File: src/rtl/dcpu_defines.sv
// Shared constants and types for the DCPU-16 operand fetch/decode block.
package dcpu_defines;

  localparam int unsigned WORD_W = 16;
  localparam int unsigned CODE_W = 6;
  localparam int unsigned OP_W   = 4;
  localparam int unsigned REG_W  = 3;

  localparam logic [OP_W-1:0] OP_NONBASIC = 4'h0;

  localparam logic [CODE_W-1:0] VAL_POP    = 6'h18;
  localparam logic [CODE_W-1:0] VAL_PEEK   = 6'h19;
  localparam logic [CODE_W-1:0] VAL_PUSH   = 6'h1a;
  localparam logic [CODE_W-1:0] VAL_SP     = 6'h1b;
  localparam logic [CODE_W-1:0] VAL_PC     = 6'h1c;
  localparam logic [CODE_W-1:0] VAL_O      = 6'h1d;
  localparam logic [CODE_W-1:0] VAL_NW_IND = 6'h1e;
  localparam logic [CODE_W-1:0] VAL_NW_LIT = 6'h1f;

  typedef enum logic [3:0] {
    IDLE, FETCH, A_EVAL, A_WORD, A_READ, B_EVAL, B_WORD, B_READ, OUT
  } state_e;

  typedef enum logic [3:0] {
    K_REG, K_REG_IND, K_REG_NW_IND, K_POP, K_PEEK, K_PUSH,
    K_SP, K_PC, K_O, K_NW_IND, K_NW_LIT, K_LIT
  } kind_e;

endpackage

File: src/rtl/dcpu_operand_class.sv
// Classifies a 6-bit DCPU-16 operand code into its addressing kind.
module dcpu_operand_class
  import dcpu_defines::*;
(
  input  logic [CODE_W-1:0] code_i,
  output kind_e             kind_o
);

  always_comb begin
    kind_o = K_LIT;
    if (!code_i[5]) begin
      unique case (code_i[4:3])
        2'd0: kind_o = K_REG;
        2'd1: kind_o = K_REG_IND;
        2'd2: kind_o = K_REG_NW_IND;
        default: begin
          unique case (code_i)
            VAL_POP:    kind_o = K_POP;
            VAL_PEEK:   kind_o = K_PEEK;
            VAL_PUSH:   kind_o = K_PUSH;
            VAL_SP:     kind_o = K_SP;
            VAL_PC:     kind_o = K_PC;
            VAL_O:      kind_o = K_O;
            VAL_NW_IND: kind_o = K_NW_IND;
            VAL_NW_LIT: kind_o = K_NW_LIT;
            default:    kind_o = K_LIT;
          endcase
        end
      endcase
    end
  end

endmodule

File: src/rtl/dcpu_operand_fetch.sv
// DCPU-16 instruction fetch and operand evaluation: reads the instruction,
// resolves a then b (registers, stack, next-word, indirect) and holds results.
module dcpu_operand_fetch
  import dcpu_defines::*;
(
  input  logic              clk,
  input  logic              rst,
  input  logic              start,
  input  logic [WORD_W-1:0] pc_in,
  input  logic [WORD_W-1:0] sp_in,
  input  logic [WORD_W-1:0] o_in,
  output logic [REG_W-1:0]  rf_raddr,
  input  logic [WORD_W-1:0] rf_rdata,
  output logic              mem_req,
  output logic [WORD_W-1:0] mem_addr,
  input  logic              mem_ack,
  input  logic [WORD_W-1:0] mem_rdata,
  output logic              valid,
  input  logic              ready,
  output logic [OP_W-1:0]   opcode,
  output logic [CODE_W-1:0] a_code,
  output logic [CODE_W-1:0] b_code,
  output logic [WORD_W-1:0] a_val,
  output logic [WORD_W-1:0] b_val,
  output logic [WORD_W-1:0] a_addr,
  output logic [WORD_W-1:0] pc_out,
  output logic [WORD_W-1:0] sp_out,
  output logic              busy
);

  state_e state_q, state_d;
  logic [WORD_W-1:0] pc_q, pc_d, sp_q, sp_d, o_q, o_d;
  logic [WORD_W-1:0] a_val_q, a_val_d, b_val_q, b_val_d, a_addr_q, a_addr_d;
  logic [WORD_W-1:0] mem_addr_q, mem_addr_d;
  logic [OP_W-1:0]   opcode_q, opcode_d;
  logic [CODE_W-1:0] a_code_q, a_code_d, b_code_q, b_code_d;
  logic [REG_W-1:0]  rf_raddr_q, rf_raddr_d;
  logic              mem_req_q, mem_req_d, valid_q, valid_d, busy_q, busy_d;

  logic              is_b;
  logic [CODE_W-1:0] cur_code;
  kind_e             kind;
  state_e            next_op_state;
  logic              ev_direct, ev_word, op_done;
  logic [WORD_W-1:0] ev_val, ev_addr, ev_sp, word_addr, op_val;

  assign is_b          = (state_q == B_EVAL) || (state_q == B_WORD) || (state_q == B_READ);
  assign cur_code      = is_b ? b_code_q : a_code_q;
  assign next_op_state = (is_b || (opcode_q == OP_NONBASIC)) ? OUT : B_EVAL;
  assign word_addr     = mem_rdata + ((kind == K_REG_NW_IND) ? rf_rdata : '0);

  dcpu_operand_class u_class (
    .code_i (cur_code),
    .kind_o (kind)
  );

  // Single-cycle resolution of the current operand in X_EVAL.
  always_comb begin
    ev_direct = 1'b1;
    ev_word   = 1'b0;
    ev_val    = rf_rdata;
    ev_addr   = rf_rdata;
    ev_sp     = sp_q;
    case (kind)
      K_REG:     ev_direct = 1'b1;
      K_REG_IND: ev_direct = 1'b0;
      K_REG_NW_IND, K_NW_IND, K_NW_LIT: begin
        ev_direct = 1'b0;
        ev_word   = 1'b1;
      end
      K_POP: begin
        ev_direct = 1'b0;
        ev_addr   = sp_q;
        ev_sp     = sp_q + 16'd1;
      end
      K_PEEK: begin
        ev_direct = 1'b0;
        ev_addr   = sp_q;
      end
      K_PUSH: begin
        ev_direct = 1'b0;
        ev_addr   = sp_q - 16'd1;
        ev_sp     = sp_q - 16'd1;
      end
      K_SP:    ev_val = sp_q;
      K_PC:    ev_val = pc_q;
      K_O:     ev_val = o_q;
      K_LIT:   ev_val = WORD_W'(cur_code[4:0]);
      default: ev_direct = 1'b1;
    endcase
  end

  always_comb begin
    state_d    = state_q;
    pc_d       = pc_q;
    sp_d       = sp_q;
    o_d        = o_q;
    opcode_d   = opcode_q;
    a_code_d   = a_code_q;
    b_code_d   = b_code_q;
    a_val_d    = a_val_q;
    b_val_d    = b_val_q;
    a_addr_d   = a_addr_q;
    mem_req_d  = mem_req_q;
    mem_addr_d = mem_addr_q;
    rf_raddr_d = rf_raddr_q;
    op_done    = 1'b0;
    op_val     = ev_val;
    unique case (state_q)
      IDLE: if (start) begin
        pc_d       = pc_in;
        sp_d       = sp_in;
        o_d        = o_in;
        a_val_d    = '0;
        b_val_d    = '0;
        a_addr_d   = '0;
        mem_req_d  = 1'b1;
        mem_addr_d = pc_in;
        state_d    = FETCH;
      end
      FETCH: if (mem_ack) begin
        opcode_d = mem_rdata[3:0];
        if (mem_rdata[3:0] == OP_NONBASIC) begin
          a_code_d = mem_rdata[15:10];
          b_code_d = mem_rdata[9:4];
        end else begin
          a_code_d = mem_rdata[9:4];
          b_code_d = mem_rdata[15:10];
        end
        rf_raddr_d = a_code_d[2:0];
        pc_d       = pc_q + 16'd1;
        mem_req_d  = 1'b0;
        state_d    = A_EVAL;
      end
      A_EVAL, B_EVAL: begin
        sp_d = ev_sp;
        if (ev_direct) begin
          op_done = 1'b1;
        end else if (ev_word) begin
          mem_req_d  = 1'b1;
          mem_addr_d = pc_q;
          state_d    = is_b ? B_WORD : A_WORD;
        end else begin
          mem_req_d  = 1'b1;
          mem_addr_d = ev_addr;
          state_d    = is_b ? B_READ : A_READ;
          if (!is_b) a_addr_d = ev_addr;
        end
      end
      A_WORD, B_WORD: if (mem_ack) begin
        pc_d = pc_q + 16'd1;
        if (kind == K_NW_LIT) begin
          op_done = 1'b1;
          op_val  = mem_rdata;
        end else begin
          // Back-to-back read: request stays high with the new address.
          mem_addr_d = word_addr;
          state_d    = is_b ? B_READ : A_READ;
          if (!is_b) a_addr_d = word_addr;
        end
      end
      A_READ, B_READ: if (mem_ack) begin
        op_done = 1'b1;
        op_val  = mem_rdata;
      end
      OUT: if (ready) state_d = IDLE;
      default: state_d = IDLE;
    endcase
    if (op_done) begin
      mem_req_d = 1'b0;
      state_d   = next_op_state;
      if (is_b) begin
        b_val_d = op_val;
      end else begin
        a_val_d    = op_val;
        rf_raddr_d = b_code_q[2:0];
      end
    end
  end

  assign valid_d = (state_d == OUT);
  assign busy_d  = (state_d != IDLE);

  always_ff @(posedge clk or posedge rst) begin
    if (rst) begin
      state_q    <= IDLE;
      pc_q       <= '0;
      sp_q       <= '0;
      o_q        <= '0;
      opcode_q   <= '0;
      a_code_q   <= '0;
      b_code_q   <= '0;
      a_val_q    <= '0;
      b_val_q    <= '0;
      a_addr_q   <= '0;
      mem_req_q  <= 1'b0;
      mem_addr_q <= '0;
      rf_raddr_q <= '0;
      valid_q    <= 1'b0;
      busy_q     <= 1'b0;
    end else begin
      state_q    <= state_d;
      pc_q       <= pc_d;
      sp_q       <= sp_d;
      o_q        <= o_d;
      opcode_q   <= opcode_d;
      a_code_q   <= a_code_d;
      b_code_q   <= b_code_d;
      a_val_q    <= a_val_d;
      b_val_q    <= b_val_d;
      a_addr_q   <= a_addr_d;
      mem_req_q  <= mem_req_d;
      mem_addr_q <= mem_addr_d;
      rf_raddr_q <= rf_raddr_d;
      valid_q    <= valid_d;
      busy_q     <= busy_d;
    end
  end

  assign rf_raddr = rf_raddr_q;
  assign mem_req  = mem_req_q;
  assign mem_addr = mem_addr_q;
  assign valid    = valid_q;
  assign busy     = busy_q;
  assign opcode   = opcode_q;
  assign a_code   = a_code_q;
  assign b_code   = b_code_q;
  assign a_val    = a_val_q;
  assign b_val    = b_val_q;
  assign a_addr   = a_addr_q;
  assign pc_out   = pc_q;
  assign sp_out   = sp_q;

endmodule

File: config.mk
export PLATFORM = sky130hd
export DESIGN_NAME = dcpu_operand_fetch
export DESIGN_NICKNAME = d
export VERILOG_FILES = /design/src/rtl/dcpu_defines.sv /design/src/rtl/dcpu_operand_class.sv /design/src/rtl/dcpu_operand_fetch.sv
export SDC_FILE = /design/constraint.sdc
export NUM_CORES = 1
export LEC_CHECK = 0
export ABC_AREA = 1
export CAP_MARGIN = 15
export CORE_MARGIN = 10
export CORE_UTILIZATION = 50
export DETAILED_ROUTE_END_ITERATION = 10
export GPL_ROUTABILITY_DRIVEN = 0
export PLACE_DENSITY_LB_ADDON = 0.1
export SETUP_SLACK_MARGIN = 0.4
export SYNTH_ARGS = -nofsm -noshare
export SYNTH_HDL_FRONTEND = slang
export SYNTH_SLANG_ARGS = --single-unit
File: constraint.sdc
create_clock -name clk -period 9.1 [get_ports clk]
set_input_delay 1.82 -clock clk [delete_from_list [all_inputs] [get_ports clk]]
set_output_delay 1.82 -clock clk [all_outputs]
set_load 0.1 [all_outputs]
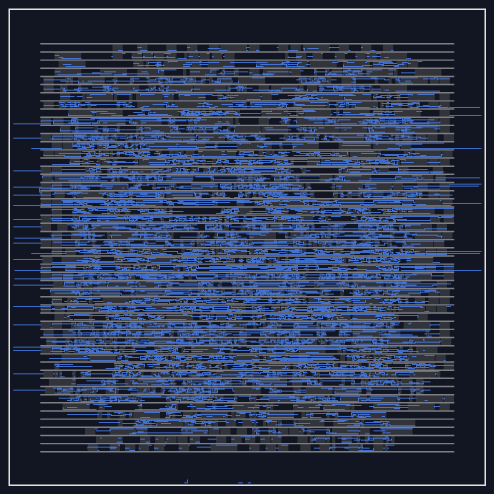
**Above:** run 1 (M1 wires).
Scale: 3 px per um. Supply wires on this layer in grey. Cells faint in the background.
The layer carries 14100 um of wire. 1516 nets have wire on it. The longest straight run is 43.4 um. The wires run mostly horizontal.
total number of vias: 10700
Post-Route WL: 35.6 mm
GRT met1 Usage: 37.1%

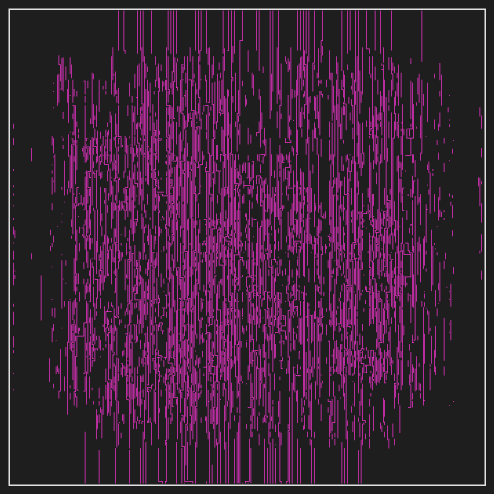
**Above:** run 1 (metal 2).
Scale: 3 px per um.
The layer holds 44% of the routed length. 1387 nets have wire on it. The longest straight run is 53.7 um. The wires run mostly vertical.

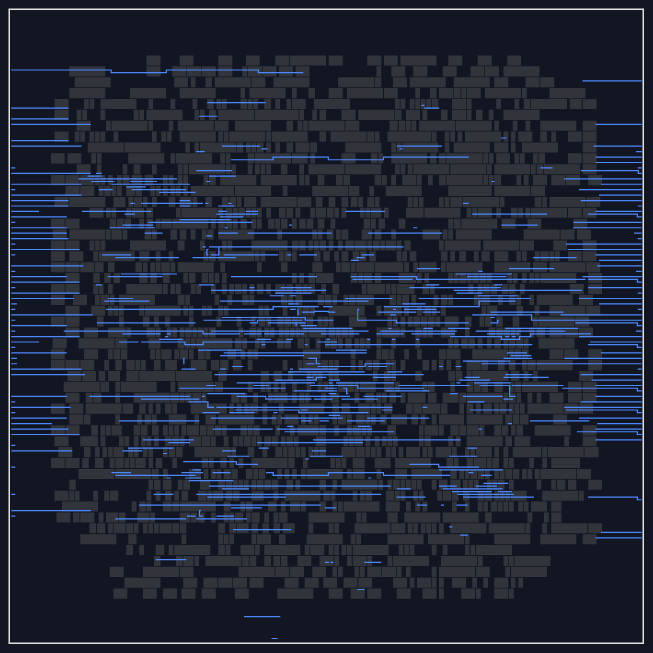
**Above:** run 1 (signal wires on met3).
Scale: 4 px per um. Cells faint in the background.
317 nets have wire on it. The longest straight run is 52.0 um. The layer carries 4450 um of wire.
met3 demand-to-capacity share in global routing: 7.54%

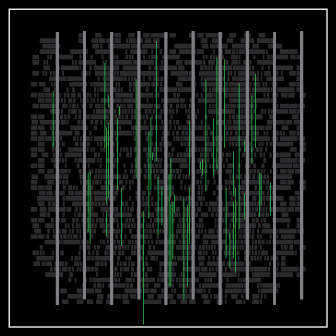
**Above:** run 1 (M4 wires).
Scale: 2 px per um. Supply wires on this layer in grey. Cells faint in the background.
The wires run mostly vertical. The layer holds 4.1% of the routed length.

==> flow_summary.rst, run 1 <==
Physical design figures
=======================

.. list-table::
   :header-rows: 1

   * - Metric
     - Value
   * - Class of the most critical setup path
     - reg2reg
   * - Buffer levels on the longest clock path
     - 2
   * - Cell family with most CP delay
     - simple AND/OR/NAND/NOR gates
   * - Die Outline Area
     - 25000 um2
   * - Top cell excl fill/tap
     - sky130_fd_sc_hd__nand2_1
   * - Top cells excl fill/tap
     - sky130_fd_sc_hd__nand2_1 (493), sky130_fd_sc_hd__clkdlybuf4s50_1 (202), sky130_fd_sc_hd__dfrtp_1 (138)
   * - Synthesis-stage register bit count
     - 138
   * - Top fanout value on the critical path
     - 15
   * - Post-route standard cell area excluding fillers
     - 12300 um2
   * - Area of the synthesized netlist per yosys stat
     - 9540 um2
   * - Clock latency on the worst-skew pair
     - about 0.43 ns
   * - Max Slew Vio Count
     - 0
   * - Result of the run
     - completed
   * - Number of clock sinks
     - ~140
   * - Finished Core Util
     - about 65%
   * - Global-route wire length before repair
     - 55.2 mm
   * - Highest clock rate
     - 222 MHz
   * - I/O Pins
     - 203
   * - Most area-consuming cells after synthesis
     - sky130_fd_sc_hd__dfrtp_1 (36%), sky130_fd_sc_hd__nand2_1 (19%), sky130_fd_sc_hd__o21ai_0 (6.5%)
   * - Crit path required time
     - ~9.4 ns
   * - Number of buffers inserted for hold repair after clock tree synthesis
     - 0
   * - Slew HR
     - 21.9%
   * - Slowest cell on the critical path
     - sky130_fd_sc_hd__dfrtp_1
   * - Largest net degree at the start of global routing
     - about 73
   * - CTS tree
     - done
   * - Floorplan-stage core utilization
     - 50.8%
   * - CORE AREA
     - roughly 19000 um2
   * - Post-synthesis share of cell area spent on full adders, half adders and majority gates
     - under 10%
   * - Clock Skew
     - 0.00971 ns
   * - Setup fix buffers added after clock tree synthesis
     - 0
   * - Maximum level of the CTS H-tree
     - 4
   * - Number of distinct standard cells referenced by the synthesized netlist
     - about 46
   * - # port buffers
     - just over 200
   * - Share of final-layout standard cells stronger than drive strength 1
     - 6.58%
   * - Filler-free cell count of the finished design
     - 1846
   * - Combinational family with the most area after synthesis
     - simple AND/OR/NAND/NOR gates
   * - And-or/or-and share of the synthesized area
     - 14.8%
   * - Floorplan die height
     - 158 um
   * - Gate count after technology mapping
     - 1430
   * - Filler cell count in the final layout
     - 1686
   * - Classification of the worst-slack hold path
     - reg2reg
   * - Maximum capacitance violations
     - 0
   * - Number of failing hold endpoints at the final stage
     - 0
   * - Clock transition time at the flip-flop clock pins of the worst setup and hold paths
     - roughly 0.070 ns
   * - Mean instance size in the synthesized netlist
     - 6.67 um2
   * - Post-synthesis share of cell area spent on and, or, nand and nor gates
     - 37.0%
## run 1: registers in the layout (all words and copies together) (netlist names)
| name | flops |
|---|---|
| a_addr | 16 |
| a_val | 16 |
| b_val | 16 |
| mem_addr | 16 |
| o_q | 16 |
| pc_out | 16 |
| sp_out | 16 |
| a_code | 6 |
| b_code | 6 |
| opcode | 4 |
| state_q | 4 |
| rf_raddr | 3 |
| busy | 1 |
| mem_req | 1 |
| valid | 1 |
## run 1: layout make-up
| class | count | area, um2 | share of cell area, % |
|---|---|---|---|
| multi-input combinational | 1108 | 5340 | 43.4 |
| clock buffer | 17 | 425 | 3.46 |
| timing repair buffer | 211 | 2100 | 17.1 |
| tap | 234 | 293 | 2.38 |
| sequential | 138 | 3450 | 28.1 |
| antenna | 1 | 2.50 | 0.0204 |
| clock inverter | 14 | 208 | 1.69 |
| inverter | 123 | 469 | 3.82 |
## run 1: cells in the mapped netlist, types with 3 or more instances
library cell,instances
sky130_fd_sc_hd__inv_1,109
sky130_fd_sc_hd__a211oi_1,3
sky130_fd_sc_hd__nand3_2,14
sky130_fd_sc_hd__nor3_1,8
sky130_fd_sc_hd__o21ai_0,123
sky130_fd_sc_hd__nor2_1,134
sky130_fd_sc_hd__o31ai_1,4
sky130_fd_sc_hd__nand2_1,494
sky130_fd_sc_hd__dfrtp_1,138
sky130_fd_sc_hd__a31oi_1,11
sky130_fd_sc_hd__o22ai_1,26
sky130_fd_sc_hd__nor4_1,4
sky130_fd_sc_hd__clkbuf_1,32
sky130_fd_sc_hd__nor2_4,4
sky130_fd_sc_hd__o21a_1,4
sky130_fd_sc_hd__nand2_4,4
sky130_fd_sc_hd__o211ai_1,7
sky130_fd_sc_hd__nand4_1,6
sky130_fd_sc_hd__o21ai_1,23
sky130_fd_sc_hd__inv_2,11
sky130_fd_sc_hd__a21oi_1,51
sky130_fd_sc_hd__nor2_2,3
sky130_fd_sc_hd__or2_2,3
sky130_fd_sc_hd__xor2_1,12
sky130_fd_sc_hd__buf_4,5
sky130_fd_sc_hd__nand2_2,14
sky130_fd_sc_hd__buf_2,20
sky130_fd_sc_hd__nand3_1,120
sky130_fd_sc_hd__ha_1,20
## run 1: metal layers
layer  up-vias  wire [um]  global-route usage (%)
li1       5006          -                       -
met1      4924      14100                    37.1
met2       682      15600                    43.2
met3       100       4450                    7.54
met4         0       1440                    12.0
met5         -          0                       0
## run 1: path summary, 6_finish.rpt
kind,start,cells after the start,slack [ns],to
setup / recovery,state_q[2]$_DFF_PP0_,24,4.60,mem_addr[6]$_DFFE_PP0P_
hold / removal,o_q[0]$_DFFE_PP0P_,2,0.48,o_q[0]$_DFFE_PP0P_
setup reg to reg,state_q[2]$_DFF_PP0_,24,4.60,mem_addr[6]$_DFFE_PP0P_
hold reg to reg,o_q[0]$_DFFE_PP0P_,2,0.48,o_q[0]$_DFFE_PP0P_
max in group asynchronous,rst,3,5.89,a_val[2]$_DFF_PP0_
min in group asynchronous,rst,2,1.86,a_val[11]$_DFF_PP0_
--- run 2 (diff from run 1) ---
==> constraint.sdc (replaced) <==
create_clock -name clk -period 4.67 [get_ports clk]
set_input_delay 0.934 -clock clk [delete_from_list [all_inputs] [get_ports clk]]
set_output_delay 0.934 -clock clk [all_outputs]
set_load 0.1 [all_outputs]
==> run 2 against run 1 <==
Net effect:
- cell area is 0.75% higher
- clock skew grew 0.0024 ns
- synthesized area unchanged
- core utilization increased by 0.49 points
- largest cell class unchanged
- flip-flop count did not move
- register-to-register slack got worse by 3.9 ns
- critical path depth is 1 higher
- clock-buffer cell count stayed put
==> flow_summary.rst, run 2 <==
Physical design figures
=======================

.. list-table::
   :header-rows: 1

   * - Metric
     - Value
   * - Clock transition time at the flip-flop clock pins of the worst setup and hold paths
     - 0.07 ns (about the same)
   * - # port buffers
     - 202 (unchanged)
   * - Number of buffers inserted for hold repair after clock tree synthesis
     - 0 (unchanged)
   * - Result of the run
     - completed
   * - Width of the die
     - 158 um
   * - Synth-to-Final Area Change
     - 29.7%
   * - Top fanout value on the critical path
     - 15 (unchanged)
   * - Crit path required time
     - 4.99 ns (-4.43 ns)
   * - Synthesis-stage register bit count
     - 138 (unchanged)
   * - Dpl hpwl
     - 27.7 mm
   * - Floorplan die height
     - 158 um (unchanged)
   * - RSZ-0062 raised after global routing
     - no
   * - Via count of the first global-routing pass
     - 9990
   * - Post-Route WL
     - 36.4 mm (+2.2%)
   * - Total number of vias
     - 10800 (+0.66%)
   * - Post-detailed-route DRC marker count
     - 0
   * - Capturing element type of the critical path
     - flop
   * - Number of failing hold endpoints at the final stage
     - 0 (unchanged)
   * - Area of the synthesized netlist per yosys stat
     - 9540 um2 (unchanged)
   * - Post-route setup slack
     - 0.707 ns
   * - Max Slew Vio Count
     - 0 (unchanged)
   * - Top cell excl fill/tap
     - sky130_fd_sc_hd__nand2_1
   * - Setup fix buffers added after clock tree synthesis
     - 0 (unchanged)
   * - Tally of nets with antenna violations remaining after routing
     - 0
   * - Cell family with most CP delay
     - simple AND/OR/NAND/NOR gates
   * - Slowest cell on the critical path
     - sky130_fd_sc_hd__dfrtp_1
   * - Most crowded layer after global routing
     - met2
   * - Class of the most critical setup path
     - reg2reg
   * - Clock latency on the worst-skew pair
     - 0.44 ns (about the same)
   * - Measured slew at the worst slew-check pin
     - between 1 and 1.5 ns
   * - I/O Pins
     - 203 (unchanged)
   * - Seq/Total Area, Yosys
     - 36.2%
   * - Floorplan-stage core utilization
     - 50.8% (unchanged)
   * - Mean instance size in the synthesized netlist
     - 6.67 um2 (unchanged)
   * - Gate count after technology mapping
     - 1430 (unchanged)
   * - Final critical-path required period
     - 3.96 ns
   * - Classification of the worst-slack hold path
     - reg2reg
   * - Post-placement worst setup slack
     - 0.217 ns
   * - Instance count after placement with tap cells included
     - around 1800
   * - Number of cell instances after yosys synthesis
     - around 1400
   * - Number of buffers and inverters on the critical path
     - 4
   * - Number of buffers added by the clock tree synthesis step
     - 17
   * - Filler-free cell count of the finished design
     - 1854 (+0.43%)
   * - Most area-consuming cells after synthesis
     - sky130_fd_sc_hd__dfrtp_1 (36%), sky130_fd_sc_hd__nand2_1 (19%), sky130_fd_sc_hd__o21ai_0 (6.5%)
   * - Antenna violations before repair
     - 1
   * - Yosys warning count
     - 0
   * - Maximum level of the CTS H-tree
     - 4 (unchanged)
   * - CTS tree
     - done
   * - Number of distinct standard cells referenced by the synthesized netlist
     - 46 (unchanged)
   * - Largest net degree at the start of global routing
     - 58 (-21%)
   * - Highest clock rate
     - 252 MHz (+14%)
   * - CTS Root Cell
     - sky130_fd_sc_hd__clkbuf_16
   * - Share of final-layout standard cells stronger than drive strength 1
     - 7.16% (+0.59 points)
   * - Final Hold Slack
     - 0.477 ns
   * - GRT met1 Usage
     - 36.5% (-0.55 points)
   * - Met3 demand-to-capacity share in global routing
     - 7.54% (unchanged)
   * - Most frequent cells after synthesis
     - sky130_fd_sc_hd__nand2_1 (494), sky130_fd_sc_hd__dfrtp_1 (138), sky130_fd_sc_hd__nor2_1 (134)
   * - Post-detailed-route via-to-cell ratio
     - 5.82
   * - Cell with the most instances after synthesis
     - sky130_fd_sc_hd__nand2_1
   * - Critical path's largest stage delay
     - 0.43 ns
   * - CORE AREA
     - 18800 um2 (unchanged)
   * - Predominant post-synthesis flop cell
     - sky130_fd_sc_hd__dfrtp_1
   * - Type of element launching the critical path
     - flop
   * - Setup violators final
     - 0
   * - Placement Rows
     - approximately 50
   * - Maximum capacitance violations
     - 0 (unchanged)
   * - Global-route wire length before repair
     - 55.6 mm (+0.75%)
   * - Crit path DAT
     - 4.28 ns
   * - Cycle use final
     - 84.9%
   * - Slew HR
     - 22.3% (+0.48 points)
   * - Clock Skew
     - 0.0121 ns (+0.00241 ns)
   * - Number of clock sinks
     - 138 (unchanged)
   * - Top cells excl fill/tap
     - sky130_fd_sc_hd__nand2_1 (492), sky130_fd_sc_hd__clkdlybuf4s50_1 (202), sky130_fd_sc_hd__dfrtp_1 (138)
   * - Met2 usage
     - 45.2% (+2.1 points)
   * - Post-synth tally of flip-flops with integrated enable
     - 0
   * - Nets@finish
     - roughly 1700
   * - Top cell area share
     - ~36%
   * - Buffer levels on the longest clock path
     - 2 (unchanged)
   * - Share of flip-flops with an asynchronous set or reset after synthesis
     - 100%
   * - Die Outline Area
     - 25000 um2 (unchanged)
==> run 2: tightest hold or removal path, delay by kind of cell, from the launching register on <==
| family | cells | cell delay, ns |
|---|---|---|
| AND/OR/NAND/NOR | 2 | 0.11 |
| flip-flops | 1 | 0.34 |
==> run 2: cell families (layout without fill, tap and decap cells) <==
family / count (synthesis) / count (layout) / synth area share, %
simple gates: 815 / 815 / 37.0
compound gates: 259 / 259 / 14.8
buf+inv: 184 / 373 / 8.00
flops: 138 / 138 / 36.2
fa+ha+maj: 21 / 21 / 2.83
xor+xnor: 13 / 13 / 1.19
other cells: 0 / 1 / 0
==> run 2: path summary, 6_finish.rpt <==
path / from / end / slack (ns) / depth (start not counted)
setup reg to reg: state_q[1]$_DFF_PP0_ / mem_addr[8]$_DFFE_PP0P_ / 0.71 / 25
hold / removal: mem_addr[3]$_DFFE_PP0P_ / mem_addr[3]$_DFFE_PP0P_ / 0.48 / 2
hold reg to reg: mem_addr[3]$_DFFE_PP0P_ / mem_addr[3]$_DFFE_PP0P_ / 0.48 / 2
max in group asynchronous: rst / sp_out[10]$_DFFE_PP0P_ / 2.87 / 3
setup / recovery: state_q[1]$_DFF_PP0_ / mem_addr[8]$_DFFE_PP0P_ / 0.71 / 25
min in group asynchronous: rst / b_val[13]$_DFF_PP0_ / 1.02 / 2
==> run 2: stage by stage <==
| stage | cell area (um2) |
|---|---|
| global route | 12400 |
| finish | 12400 |
| detailed placement | 11700 |
| CTS | 12400 |
| global placement | 11700 |
| floorplan | 9550 |
==> run 2: layer usage <==
layer | share of wire (%) | up-vias
li1 | - | 5015
met1 | 39 | 5022
met2 | 45 | 659
met3 | 11 | 87
met4 | 3.6 | 0
met5 | 0 | -
==> run 2: area by class of cell <==
cell class              instances  area [um2]
fillers                      1702        6390
well taps                     234         293
clock inverters                14         208
flip-flops and latches        138        3450
clock buffers                  17         425
diodes                          1        2.50
inverters                     123         468
repair buffers                219        2170
multi-input cells            1108        5350
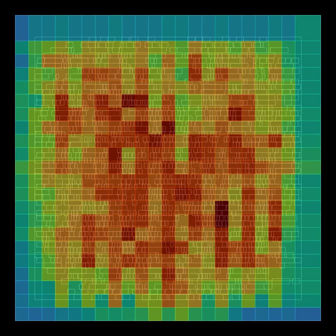
**Above:** run 2 (routing congestion).
Finished Core Util: 65.9%
aggregate global-route resource usage: 28.5%

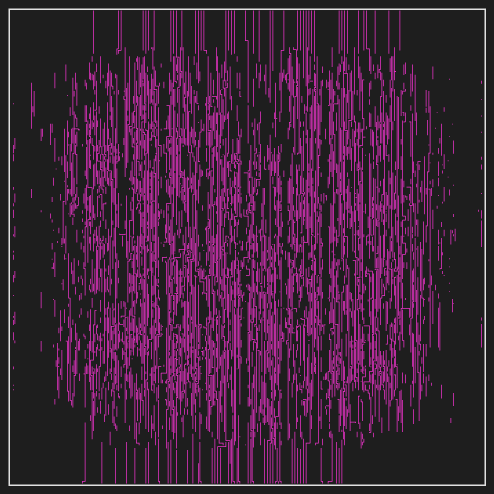
**Above:** run 2 (metal 2).
Scale: 3 px per um.
The layer holds 45% of the routed length. The longest straight run is 52.7 um. 1396 nets have wire on it. The layer carries 16500 um of wire. The wires run mostly vertical.

